==> run_1/wires.png <==
Scale bar: 20 um. Only two layers are drawn.
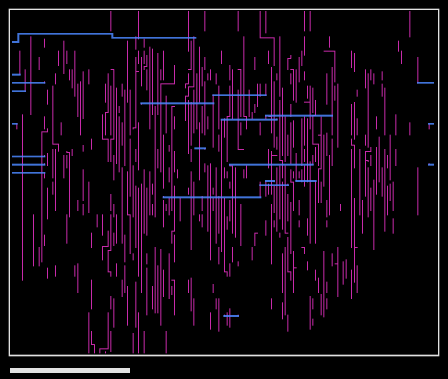
==> run_1/flops_by_reg.png <==
Scale bar: 20 um. Other sequential cells in the stronger grey, the rest of the logic in the fainter grey.
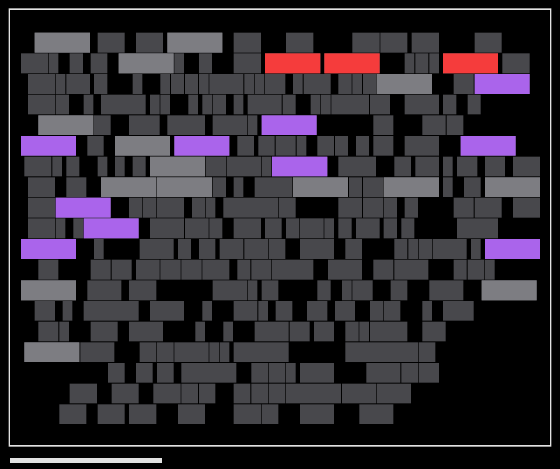
==> run_1/clk_routes.png <==
Scale bar: 20 um.
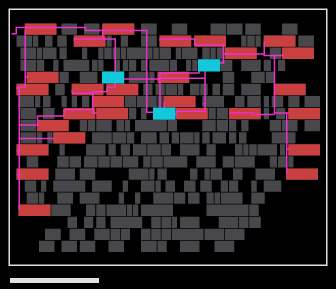
==> run_1/placement_by_type.png <==
Fill, decap, tap and diode cells in grey.
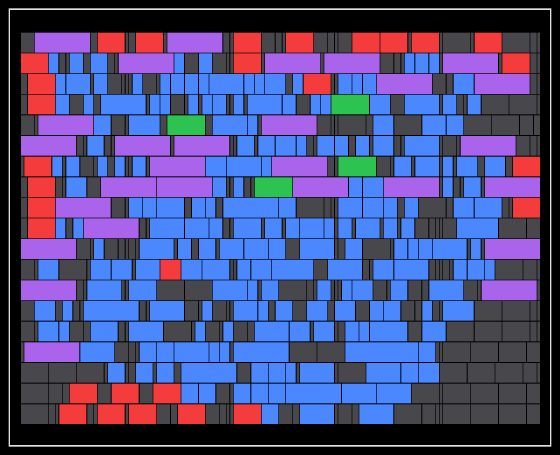
`src/rtl/mult_add_seq_if.sv`:
```
// Operand/result stream bundle for mult_add_seq: operand pair in, sum of products out.
interface mult_add_seq_if #(
  parameter int unsigned WIDTH  = 4,
  parameter int unsigned NPAIRS = 4
) ();
  localparam int unsigned ACC_W = 2 * WIDTH + $clog2(NPAIRS);
  localparam int unsigned CNT_W = $clog2(NPAIRS + 1);

  logic             in_valid;
  logic             in_ready;
  logic [WIDTH-1:0] in_a;
  logic [WIDTH-1:0] in_b;
  logic             in_last;
  logic             out_valid;
  logic             out_ready;
  logic [ACC_W-1:0] out_sum;
  logic [CNT_W-1:0] out_count;

  modport master (
    output in_valid, in_a, in_b, in_last, out_ready,
    input  in_ready, out_valid, out_sum, out_count
  );

  modport slave (
    input  in_valid, in_a, in_b, in_last, out_ready,
    output in_ready, out_valid, out_sum, out_count
  );
endinterface

```
`src/rtl/mult_add_seq.sv`:
```
// Time-multiplexed sum-of-products: one pair per cycle, result after NPAIRS pairs or in_last.
// Define MULT_ADD_SIGNED_EN to treat operands and result as two's complement.
module mult_add_seq #(
  parameter int unsigned WIDTH  = 4,
  parameter int unsigned NPAIRS = 4
) (
  input  logic          clk,
  input  logic          rst,
  input  logic          clr,
  mult_add_seq_if.slave bus
);
  localparam int unsigned ACC_W = 2 * WIDTH + $clog2(NPAIRS);
  localparam int unsigned CNT_W = $clog2(NPAIRS + 1);
  localparam int unsigned ProdW = 2 * WIDTH;
  localparam int unsigned PadW  = ACC_W - ProdW;

  typedef enum logic [0:0] {StAccum, StHold} state_e;

  state_e           state_q, state_d;
  logic [ACC_W-1:0] acc_q;
  logic [CNT_W-1:0] count_q;
  logic             out_valid_q;
  logic [ACC_W-1:0] out_sum_q;
  logic [CNT_W-1:0] out_count_q;

  logic             in_ready;
  logic             in_fire;
  logic             out_fire;
  logic             last_pair;
  logic [ProdW-1:0] prod;
  logic [ACC_W-1:0] prod_ext;
  logic [ACC_W-1:0] acc_next;

`ifdef MULT_ADD_SIGNED_EN
  logic signed [WIDTH-1:0] a_s;
  logic signed [WIDTH-1:0] b_s;
  assign a_s      = bus.in_a;
  assign b_s      = bus.in_b;
  // Low ProdW bits of the product of sign-extended operands are the exact signed product.
  assign prod     = ProdW'(a_s) * ProdW'(b_s);
  assign prod_ext = {{PadW{prod[ProdW-1]}}, prod};
`else
  assign prod     = ProdW'(bus.in_a) * ProdW'(bus.in_b);
  assign prod_ext = {{PadW{1'b0}}, prod};
`endif

  assign in_fire   = bus.in_valid & in_ready;
  assign out_fire  = out_valid_q & bus.out_ready;
  assign last_pair = in_fire & ((count_q == CNT_W'(NPAIRS - 1)) | bus.in_last);
  assign acc_next  = (count_q == '0) ? prod_ext : acc_q + prod_ext;

  always_ff @(posedge clk) begin
    if (rst) begin
      state_q <= StAccum;
    end else begin
      state_q <= state_d;
    end
  end

  always_comb begin
    state_d = state_q;
    unique case (state_q)
      StAccum: if (last_pair) state_d = StHold;
      StHold:  if (out_fire)  state_d = StAccum;
      default: state_d = StAccum;
    endcase
    if (clr) state_d = StAccum;
  end

  // Decoded from registered state only: no path from out_ready to in_ready.
  always_comb begin
    in_ready = (state_q == StAccum);
  end

  always_ff @(posedge clk) begin
    if (rst) begin
      acc_q       <= '0;
      count_q     <= '0;
      out_valid_q <= 1'b0;
      out_sum_q   <= '0;
      out_count_q <= '0;
    end else if (clr) begin
      acc_q       <= '0;
      count_q     <= '0;
      out_valid_q <= 1'b0;
    end else begin
      if (in_fire) begin
        acc_q <= acc_next;
        if (last_pair) begin
          count_q     <= '0;
          out_sum_q   <= acc_next;
          out_count_q <= count_q + CNT_W'(1);
          out_valid_q <= 1'b1;
        end else begin
          count_q <= count_q + CNT_W'(1);
        end
      end
      if (out_fire) out_valid_q <= 1'b0;
    end
  end

  assign bus.in_ready  = in_ready;
  assign bus.out_valid = out_valid_q;
  assign bus.out_sum   = out_sum_q;
  assign bus.out_count = out_count_q;
endmodule

```
`src/flat_wrapper.sv`:
```
// flat-port wrapper written by rule: the top's interface ports become plain ports
module mult_add_seq_flat 
#(
  parameter int unsigned WIDTH  = 4,
  parameter int unsigned NPAIRS = 4
)
  (clk, rst, clr, bus_in_valid, bus_in_a, bus_in_b, bus_in_last, bus_out_ready, bus_in_ready, bus_out_valid, bus_out_sum, bus_out_count);
  mult_add_seq_if #(.WIDTH(WIDTH), .NPAIRS(NPAIRS)) bus_i ();
  input  logic clk;
  input  logic rst;
  input  logic clr;
  input wire logic [$bits(bus_i.in_valid)-1:0] bus_in_valid;
  input wire logic [$bits(bus_i.in_a)-1:0] bus_in_a;
  input wire logic [$bits(bus_i.in_b)-1:0] bus_in_b;
  input wire logic [$bits(bus_i.in_last)-1:0] bus_in_last;
  input wire logic [$bits(bus_i.out_ready)-1:0] bus_out_ready;
  output wire logic [$bits(bus_i.in_ready)-1:0] bus_in_ready;
  output wire logic [$bits(bus_i.out_valid)-1:0] bus_out_valid;
  output wire logic [$bits(bus_i.out_sum)-1:0] bus_out_sum;
  output wire logic [$bits(bus_i.out_count)-1:0] bus_out_count;
  assign bus_i.in_valid = bus_in_valid;
  assign bus_i.in_a = bus_in_a;
  assign bus_i.in_b = bus_in_b;
  assign bus_i.in_last = bus_in_last;
  assign bus_i.out_ready = bus_out_ready;
  assign bus_in_ready = bus_i.in_ready;
  assign bus_out_valid = bus_i.out_valid;
  assign bus_out_sum = bus_i.out_sum;
  assign bus_out_count = bus_i.out_count;
  mult_add_seq #(.WIDTH(WIDTH), .NPAIRS(NPAIRS)) u_core (.clk(clk), .rst(rst), .clr(clr), .bus(bus_i));
endmodule
```
`config.mk`:
```
export PLATFORM = sky130hd
export DESIGN_NAME = mult_add_seq_flat
export DESIGN_NICKNAME = d
export VERILOG_FILES = /design/src/rtl/mult_add_seq_if.sv /design/src/rtl/mult_add_seq.sv /design/src/flat_wrapper.sv
export SDC_FILE = /design/constraint.sdc
export NUM_CORES = 1
export LEC_CHECK = 0
export CORE_ASPECT_RATIO = 0.8
export CORE_UTILIZATION = 55
export DETAILED_ROUTE_END_ITERATION = 16
export PLACE_DENSITY = 0.8
export REMOVE_ABC_BUFFERS = 1
export SLEW_MARGIN = 20
export SYNTH_ARGS = -nofsm -noshare
export SYNTH_HDL_FRONTEND = slang
export SYNTH_SLANG_ARGS = --single-unit
```
`constraint.sdc`:
```
create_clock -name clk -period 10.6 [get_ports clk]
set_clock_uncertainty 0.2 [all_clocks]
set_input_delay 2.12 -clock clk [delete_from_list [all_inputs] [get_ports clk]]
set_output_delay 2.12 -clock clk [all_outputs]
set_load 0.03 [all_outputs]
```
==> impl_metrics.csv, run 1 <==
group,metric,value,unit
run_status,run_status,"finished, final reports clean",
cts,clock_sinks,28,
cts,postCtsSetupBuffers,0,
global_routing,grt_max_degree,21,
die,fp_util,59.45,%
setup_path,crit_end,"u_core.bus.out_sum[7]",
cts,ctsLongestPathBuffers,2,
power_and_ir_drop,internal-power,0.0001832,W
setup_path,criticalPathCategory,"in -> reg",
power_and_ir_drop,switchingPower,0.00009053,W
synthesis,ys_cells,242,
detailed_routing,top_layer,"met4",
setup_path,endpoint_kind,"flip-flop",
setup_path,crit_chain,"clkdlybuf4s50_1 -> nand2_1 -> fa_1 -> inv_1 -> fa_1 -> inv_1 -> fa_1 -> nor2b_1 -> o21a_1 -> o21ai_0 -> and2_1 -> ha_1 -> a21o_1 -> a211oi_1 -> a211oi_1 -> o311ai_1 -> a311oi_2",
final_layout,drive_gt1_share,6.415,%
detailed_routing,drt-met1-wl,2320,um
synthesis,synth_chip_area,2106,sq um
final_layout,fin_cells,307,
run,maxCapViolations,0,
power_and_ir_drop,ir_drop,0.1058,mV
cts,cts_hold_buf,0,
detailed_routing,vias_per_cell,5.879,
final_layout,num-multi-input-gates,192,
setup_path,critPathTopFamily,"adder cells",
global_routing,met2_usage,38.10,%
synthesis,syn_inst,242,
setup_path,regToRegSetupSlack,8.25,ns
synthesis,most_common_cell,"dfxtp_1",
sta,holdWs,0.2597,ns
final_layout,largest_cell_class,"multi-input combinational cells",
setup_path,path_buffers,3,
power_and_ir_drop,swShare,33.07,%
power_and_ir_drop,pwr-share-clk,23.9,%
setup_path,slowest_delay,0.56,ns
sta,tightest_slew,1.006,ns
synthesis,ys_sh_aoi,20.74,%
placed_design,hpwl,3418,um
final_layout,non_clock_buffer_area_share,11.78,%
synthesis,flop_cell,"dfxtp_1",
die,placementRows,19,
synthesis,synth_top_cell_by_area,"dfxtp_1",
synthesis,ys_ff,28,
die,dieHeight,57.35,um
final_layout,final_cell_mix,"clkdlybuf4s50_1 (28), dfxtp_1 (28), nor2_1 (27)",
power_and_ir_drop,power,0.0002738,W
sta,timing.final.crit_share,59.74,%
power_and_ir_drop,cellLeakagePower,1.008,nW
placed_design,placed_area,2389,sq um
final_layout,logic_area,1443,sq um
global_routing,busiest_layer,"met2",
synthesis,synth-edff-count,0,
sta,max_freq,157.9,MHz
power_and_ir_drop,power_leader,"sequential cells",
final_layout,num-clock-buffers,4,
synthesis,fa_ha_area_share,19.01,%
setup_path,slowest_stage,"fa_1",
setup_path,startpoint,"bus_in_a[0]",
setup_path,cp_max_fo,6,
final_layout,n_all_inverters,12,
detailed_routing,dr.pass1.iters,4,
final_layout,buffers,29,
synthesis,top_area_share,26.62,%
synthesis,yosys_warnings,0,
global_routing,antenna_found_initial,0,
global_routing,use_met3,4.240,%
sta,slew_viol_final,0,
global_routing,grt_pass1_vias,1684,
synthesis,async_reset_ff_share,0,%
cts,cts.root.buffer_cell,"clkbuf_8",
hold_path,whs_path_depth,2,
setup_path,rr_worst_depth,7,
final_layout,nets,309,
synthesis,syn_avg_cell_area,8.702,sq um
setup_path,cp_data_arrival_time,6.26,ns
final_layout,clock_tree_area_fraction,2.253,%
run,tool_warnings,27,
cts,clk_pin_slew,0.09,ns
sta,slew_headroom,32.80,%
final_layout,num-fill-cells,296,
final_layout,seq_cells,28,
synthesis,common_cells,"dfxtp_1 (28), nor2_1 (27), ha_1 (24)",
synthesis,synthSimpleGateAreaFrac,24.78,%
synthesis,syn_area,2106,sq um
setup_path,worst_r2r_startpoint,"u_core.acc_q[0]",
global_routing,grt_usage,22.93,%
synthesis,area_leaders,"dfxtp_1 (27%), ha_1 (14%), nor2_1 (4.8%)",
detailed_routing,wl_per_cell,14.57,um
setup_path,cpMostUsedCell,"fa_1",
power_and_ir_drop,seqPwrFrac,40.8,%
cts,ctsResizeCount,0,
power_and_ir_drop,powerClk,0.0000655,W
power_and_ir_drop,power.density,112.0,nW/um^2
final_layout,antenna_cells,0,
hold_path,hp-start,"u_core.bus.out_count[1]",
sta,rsz0062_at_grt,"false",
synthesis,xor_share,2.080,%
placed_design,io_buffer_count,28,
detailed_routing,wl_met2,1990,um
sta,worst_slack,4.267,ns
placed_design,gp_congestion,0.8362,
hold_path,hold_path_end,"u_core.bus.out_count[1]",
Back to the opening pictures, wires.png:
Magenta is metal 2, wire length 1990 um. Blue is metal 3, wire length 145 um.
drt total wl: 4474 um
Vias: 1805

Back to the opening pictures, flops_by_reg.png:
Purple is u_core.bus.out_sum, placed flops 10. Red is u_core.bus.out_count, placed flops 3.
Another 15 sequential cells are not coloured.
Seq/total area: 22.94%
register area: 560.5 sq um
final core occ: 68.99%
power in sequential cells: 0.000112 W

Back to the opening pictures, clk_routes.png:
Red is flip-flops, count 28. Cyan is clock drivers, count 3. Magenta is clock wires, length 317 um.
There are 4 routed clock nets.

Back to the opening pictures, placement_by_type.png:
Red is other buffers and delay cells, cells 29. Blue is combinational and other logic, cells 204. Green is clock drivers and dummy loads, cells 4. Purple is flops, cells 28.

==> run 2, diff against run 1 <==
--- a/config.mk
+++ b/config.mk
@@ -6,9 +6,9 @@
 export NUM_CORES = 1
 export LEC_CHECK = 0
 export CORE_ASPECT_RATIO = 0.8
-export CORE_UTILIZATION = 55
+export CORE_UTILIZATION = 50
 export DETAILED_ROUTE_END_ITERATION = 16
-export PLACE_DENSITY = 0.8
+export PLACE_DENSITY = 0.77
 export REMOVE_ABC_BUFFERS = 1
 export SLEW_MARGIN = 20
 export SYNTH_ARGS = -nofsm -noshare
==> constraint.sdc (replaced) <==
create_clock -name clk -period 5.78 [get_ports clk]
set_clock_uncertainty 0.2 [all_clocks]
set_input_delay 1.156 -clock clk [delete_from_list [all_inputs] [get_ports clk]]
set_output_delay 1.156 -clock clk [all_outputs]
set_load 0.03 [all_outputs]
==> run 2 against run 1 <==
Critical path depth is the same; synthesized area is the same; via count grew 1.4%; critical path type unchanged; highest routed layer unchanged.
==> impl_metrics.csv, run 2 <==
group,metric,value,unit
run_status,run_status,"finished, final reports clean",
synthesis,mux_share,1.901,%
detailed_routing,drt-total-wl,4528,um
global_routing,use_met3,3.541,%
placed_design,place_worst_setup_slack,0.1600,ns
synthesis,yosys_warnings,0,
setup_path,criticalPathCategory,"in -> reg",
detailed_routing,wl_per_cell,14.15,um
synthesis,ys_seq_share,26.62,%
setup_path,rr_worst_depth,7,
power_and_ir_drop,switchingPower,0.0001719,W
global_routing,busiest_layer,"met2",
synthesis,common_cells,"dfxtp_1 (28), nor2_1 (27), ha_1 (24)",
cts,postCtsSetupBuffers,0,
sta,rsz0062_at_grt,"false",
placed_design,hpwl,3401,um
global_routing,grt_pass1_vias,1625,
final_layout,n_all_inverters,12,
final_layout,non_clock_buffer_area_share,11.62,%
detailed_routing,drc,0,
setup_path,startpoint,"bus_in_a[0]",
placed_design,io_buffer_count,28,
power_and_ir_drop,power_leader,"sequential cells",
power_and_ir_drop,power,0.0005398,W
final_layout,logic_area,1443,sq um
cts,clock_sinks,28,
synthesis,syn_area,2106,sq um
final_layout,num-multi-input-gates,192,
run,tool_warnings,27,
detailed_routing,wl_met3,217,um
global_routing,met2_usage,34.23,%
cts,clk_pin_slew,0.10,ns
power_and_ir_drop,ir_drop,0.1262,mV
placed_design,gp_congestion,0.8584,
final_layout,num-clock-buffers,3,
setup_path,cpMostUsedCell,"fa_1",
synthesis,flop_cell,"dfxtp_1",
synthesis,ys_sh_aoi,20.74,%
setup_path,crit_end,"u_core.bus.out_sum[7]",
synthesis,synthSimpleGateAreaFrac,24.78,%
detailed_routing,vias_per_cell,5.722,
sta,slew_headroom,31.28,%
global_routing,antenna_found_initial,0,
sta,worst_slack,0.4315,ns
sta,setup_violations,0,
final_layout,seqCellArea,560.5,sq um
power_and_ir_drop,powerClk,0.000158,W
detailed_routing,vias,1831,
final_layout,final_cell_mix,"clkdlybuf4s50_1 (28), dfxtp_1 (28), nor2_1 (27)",
final_layout,clock_tree_area_fraction,2.880,%
synthesis,synth-edff-count,0,
final_layout,antenna_cells,0,
synthesis,fa_ha_area_share,19.01,%
final_layout,largest_cell_class,"multi-input combinational cells",
power_and_ir_drop,pwr-share-clk,29.3,%
final_layout,seq_cells,28,
detailed_routing,dr.pass1.iters,4,
power_and_ir_drop,swShare,31.85,%
setup_path,endpoint_kind,"flip-flop",
cts,ctsLongestPathBuffers,2,
power_and_ir_drop,internal-power,0.0003679,W
setup_path,slowest_stage,"fa_1",
sta,tightest_slew,1.029,ns
hold_path,whs_path_depth,2,
cts,cts_tree,"done",
global_routing,grt_max_degree,21,
setup_path,path_buffers,3,
power_and_ir_drop,combinationalPowerShare,32.7,%
synthesis,ys_cells,242,
detailed_routing,wl_met2,1954,um
synthesis,synth_chip_area,2106,sq um
synthesis,syn_inst,242,
die,core,3904,sq um
die,dieHeight,60.05,um
setup_path,cp_data_arrival_time,5.34,ns
synthesis,async_reset_ff_share,0,%
final_layout,drive_gt1_share,6.415,%
placed_design,placed_area,2405,sq um
cts,cts_hold_buf,0,
detailed_routing,top_layer,"met4",
setup_path,critPathTopFamily,"adder cells",
power_and_ir_drop,power.density,218.0,nW/um^2
setup_path,cp.depth,17,
setup_path,slowest_delay,0.56,ns
setup_path,crit_required,5.77,ns
final_layout,fin_area,2476,sq um
global_routing,grt_pass1_wl,7438,um
synthesis,syn_avg_cell_area,8.702,sq um
setup_path,cp_max_fo,6,
cts,ctsResizeCount,0,
synthesis,ys_ff,28,
final_layout,nets,309,
cts,cts.root.buffer_cell,"clkbuf_8",
setup_path,regToRegSetupSlack,3.47,ns
cts,h-tree-depth,1,
synthesis,area_leaders,"dfxtp_1 (27%), ha_1 (14%), nor2_1 (4.8%)",
sta,timing.final.crit_share,92.53,%
final_layout,buffers,29,
setup_path,worst_r2r_startpoint,"u_core.acc_q[0]",
hold_path,hp-start,"u_core.bus.out_count[1]",
sta,holdWs,0.2697,ns
setup_path,crit_chain,"clkdlybuf4s50_1 -> nand2_1 -> fa_1 -> inv_1 -> fa_1 -> inv_1 -> fa_1 -> nor2b_1 -> o21a_1 -> o21ai_0 -> and2_1 -> ha_1 -> a21o_1 -> a211oi_1 -> a211oi_1 -> o311ai_1 -> a311oi_2",
power_and_ir_drop,seqPwrFrac,38.0,%
hold_path,hold_path_end,"u_core.bus.out_count[1]",
final_layout,fin_cells,320,
synthesis,top_area_share,26.62,%
global_routing,grt_usage,21.82,%
final_layout,num-fill-cells,356,
synthesis,synth_top_cell_by_area,"dfxtp_1",
synthesis,xor_share,2.080,%
sta,max_freq,187.0,MHz
die,placementRows,20,
die,fp_util,53.94,%
setup_path,worstReg2RegEnd,"u_core.bus.out_sum[6]",
sta,slew_viol_final,0,
detailed_routing,drt-met1-wl,2325,um
power_and_ir_drop,cellLeakagePower,1.015,nW
run,maxCapViolations,0,
synthesis,most_common_cell,"dfxtp_1",
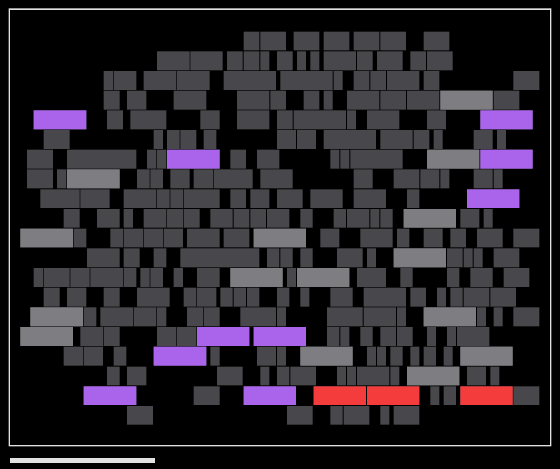
(run_2/flops_by_reg.png)
Scale bar: 20 um. Other sequential cells in the stronger grey, the rest of the logic in the fainter grey.
Purple is u_core.bus.out_sum, placed flops 10, where widely spread. Red is u_core.bus.out_count, placed flops 3.
power in sequential cells: 0.000205 W
Seq/total area: 22.64%
final core occ: 63.43%

Power is estimated from default activity; no workload was simulated.
